==> images/floorplan.png <==
Bar = 20 um. Pins as bars on the die edge.
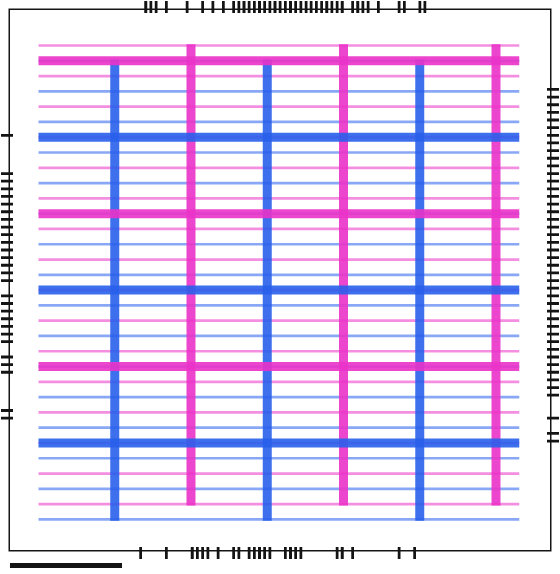
==> images/class_map.png <==
Bar = 20 um.
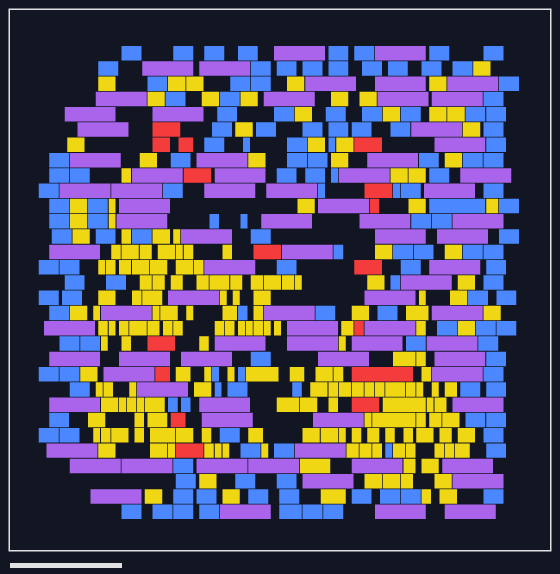
==> images/clock_wires.png <==
Bar = 20 um.
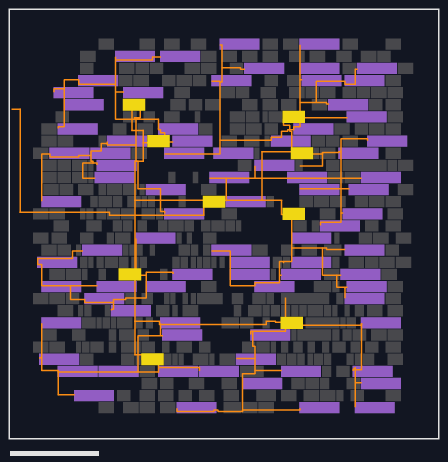
==> images/layers.png <==
Only two layers are drawn.
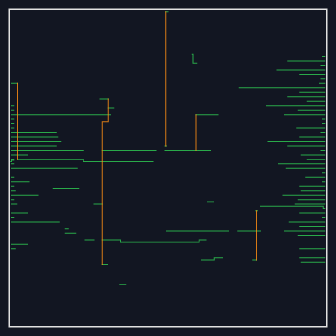
`config.mk`:
```
export PLATFORM = sky130hd
export DESIGN_NAME = fetch_stage
export DESIGN_NICKNAME = d
export VERILOG_FILES = /design/src/rtl/fetch_stage.sv
export SDC_FILE = /design/constraint.sdc
export NUM_CORES = 1
export LEC_CHECK = 0
export CAP_MARGIN = 0
export CORE_MARGIN = 5
export CORE_UTILIZATION = 47
export DETAILED_ROUTE_END_ITERATION = 12
export GPL_TIMING_DRIVEN = 0
export PLACE_DENSITY = 0.86
export SLEW_MARGIN = 20
export SYNTH_ARGS = -nofsm -noshare
export SYNTH_HDL_FRONTEND = slang
export SYNTH_SLANG_ARGS = --single-unit
```
`constraint.sdc`:
```
create_clock -name i_clk -period 5.58 [get_ports i_clk]
set_input_delay 1.116 -clock i_clk [delete_from_list [all_inputs] [get_ports i_clk]]
set_output_delay 1.116 -clock i_clk [all_outputs]
set_load 0.05 [all_outputs]
```
`src/rtl/fetch_stage.sv`:
```
// Instruction fetch stage: owns the PC, drives the instruction memory address
// and fills the IF/ID pipeline register, honouring stall, flush and redirect.
module fetch_stage #(
    parameter logic [15:0] RESET_PC        = 16'h0000,
    parameter logic [31:0] NOP_INSTRUCTION = 32'h0000_0000
) (
    input  logic        i_clk,
    input  logic        i_reset,
    output logic [15:0] o_instruction_address,
    input  logic [31:0] i_instruction_data,
    input  logic        i_stall,
    input  logic        i_flush,
    input  logic        i_branch_taken,
    input  logic [15:0] i_branch_target,
    output logic [31:0] o_if_id_instruction,
    output logic [15:0] o_if_id_pc,
    output logic        o_if_id_valid,
    output logic [15:0] o_fetch_count
);

    logic [15:0] pc_reg,          pc_next;
    logic [31:0] if_id_instr_reg, if_id_instr_next;
    logic [15:0] if_id_pc_reg,    if_id_pc_next;
    logic        if_id_valid_reg, if_id_valid_next;
    logic [15:0] count_reg,       count_next;

    always_comb begin
        pc_next          = pc_reg;
        if_id_instr_next = if_id_instr_reg;
        if_id_pc_next    = if_id_pc_reg;
        if_id_valid_next = if_id_valid_reg;
        count_next       = count_reg;

        if (i_branch_taken) begin
            // Redirect wins over stall and flush; the in-flight word is squashed.
            pc_next          = i_branch_target;
            if_id_instr_next = NOP_INSTRUCTION;
            if_id_pc_next    = 16'h0000;
            if_id_valid_next = 1'b0;
        end else if (i_flush) begin
            if_id_instr_next = NOP_INSTRUCTION;
            if_id_pc_next    = 16'h0000;
            if_id_valid_next = 1'b0;
            if (!i_stall) begin
                pc_next = pc_reg + 16'd1;
            end
        end else if (!i_stall) begin
            if_id_instr_next = i_instruction_data;
            if_id_pc_next    = pc_reg;
            if_id_valid_next = 1'b1;
            pc_next          = pc_reg + 16'd1;
            if (count_reg != 16'hFFFF) begin
                count_next = count_reg + 16'd1;
            end
        end
    end

    always_ff @(posedge i_clk or posedge i_reset) begin
        if (i_reset) begin
            pc_reg          <= RESET_PC;
            if_id_instr_reg <= NOP_INSTRUCTION;
            if_id_pc_reg    <= 16'h0000;
            if_id_valid_reg <= 1'b0;
            count_reg       <= 16'h0000;
        end else begin
            pc_reg          <= pc_next;
            if_id_instr_reg <= if_id_instr_next;
            if_id_pc_reg    <= if_id_pc_next;
            if_id_valid_reg <= if_id_valid_next;
            count_reg       <= count_next;
        end
    end

    assign o_instruction_address = pc_reg;
    assign o_if_id_instruction   = if_id_instr_reg;
    assign o_if_id_pc            = if_id_pc_reg;
    assign o_if_id_valid         = if_id_valid_reg;
    assign o_fetch_count         = count_reg;

endmodule

```
==> reports/metrics.cfg <==
[global_route]
globalRouteTotalUtil = 0.2138
grtUsageMet2 = 0.3387
grt_pass1_wl_mm = 15.17
globalRouteOverflowTotal = 0

[floorplanning]
die_w_um = 96.08

[synth]
common_cells = 81 x dfrtp_1, 45 x a22o_1, 27 x nand2_1
post-synth-top-area-fraction = 0.5821
avgSynthCellArea_sq_um = 11.80
ys_seq_share = 0.5821
ys_cells = 295
ys.flop_type = dfrtp_1

[clock_tree]
root_buffer = clkbuf_8
post_cts_resized = 0
cts_tree = yes
numCtsBuffers = 9

[outcome]
status = finished clean

[flow_run]
drv_cap = 0

[finish]
n_antenna_cell = 0
nNetsFinal = 494

[timing]
finalSetupTns_ns = 0
fmax_mhz = 354.9

[place]
globalplace.congestion = 0.8501

[routing]
wirelength_mm = 9.627
drt-initial-drc-count = 107

[critical_path]
max_stage_delay_ns = 0.87

[power]
clkPwrFrac = 0.287

About floorplan.png:
[VDD] magenta
[VSS] blue
signal pins: 134
met4 straps: 6
met5 straps: 6
rows: 31

About class_map.png:
[registers] purple | cells: 81
[clock drivers and dummy loads] red | cells: 16
[remaining buffers and delay cells] blue | cells: 151
[remaining logic cells] yellow | cells: 196

About clock_wires.png:
[clock-net drivers] yellow | count: 9
[flip-flops] purple | count: 81
[clock wires] orange | length: 956 um
flops lie: all over the die
routed clock nets: 10

About layers.png:
[M3] green | wire length: 716 um
[M4] orange | wire length: 142 um

stage by stage:
step,utilization,setup slack (ns),hold WS (ns),std cells,cell area (sq um)
after global placement,0.6830,1.158,0.4669,526,4927
after CTS,0.7142,2.761,0.4955,543,5152
after floorplan,-,2.384,0.7511,295,3482
final,0.7142,2.763,0.4978,543,5152
after global routing,0.7142,2.713,0.5128,543,5152
after detailed placement,0.6871,2.512,0.4779,527,4957
power groups by stage:
stage / combinational (uW) / sequential [uW] / clock (uW)
final: 373 / 674 / 421
after global routing: 396 / 681 / 460
after CTS: 377 / 674 / 430
after detailed placement: 375 / 685 / 0
after global placement: 367 / 682 / 0
after floorplan: 88.7 / 815 / 0
cell type report:
cell class | count | area (sq um)
fillers | 529 | 2062
flip-flops and latches | 81 | 2027
multi-input cells | 190 | 1349
repair buffers | 133 | 1349
clock buffers | 9 | 123.9
well taps | 99 | 123.9
plain buffers | 18 | 83.83
clock inverters | 7 | 71.32
inverters | 6 | 25.02
layer usage:
metal	routed length, um	vias up
met5	0	-
met2	4733	106
met3	716	14
li1	-	1378
met1	4035	1467
met4	141	0
logic make-up after synthesis:
group / count (synthesis) / share of synthesized area
and+or+nand+nor: 82 / 0.1387
adders and majority gates: 2 / 0.007185
DFF: 81 / 0.5821
muxes: 4 / 0.01365
buffers and inverters: 24 / 0.03054
xor gates and xnor gates: 23 / 0.05785
AOI/OAI and AO/OA: 79 / 0.1700
sequential cells by signal, indices dropped and copies added (netlist names):
signal,flops
o_instruction_address,16
o_if_id_pc,16
o_if_id_valid,1
o_if_id_instruction,32
o_fetch_count,16
placed cells by master, fill, tap and decap left out, types with 10 or more instances in the layout:
cell	instances
clkbuf_1	10
xnor2_1	10
nand3_1	13
a22o_1	45
nand2_1	27
xor2_1	13
o21ai_0	17
clkdlybuf4s50_1	132
dfrtp_1	81
worst paths after layout:
check,cells past startpoint,slack (ns),startpoint,endpoint
setup / recovery,1,2.76,o_instruction_address[5],o_instruction_address[5]
hold / removal,2,0.50,o_if_id_pc[14],o_if_id_pc[14]
setup reg to reg,5,3.62,o_fetch_count[0],o_fetch_count[1]
hold reg to reg,2,0.50,o_if_id_pc[14],o_if_id_pc[14]
max in group asynchronous,3,3.90,i_reset,o_if_id_instruction[4]
min in group asynchronous,2,1.09,i_reset,o_if_id_instruction[21]
worst min-delay path: stages (launching register included):
cell and delay [ns]:
dfrtp_1 0.35, nand2_1 0.05, o21ai_0 0.06
Power and IR drop assume default switching activity.
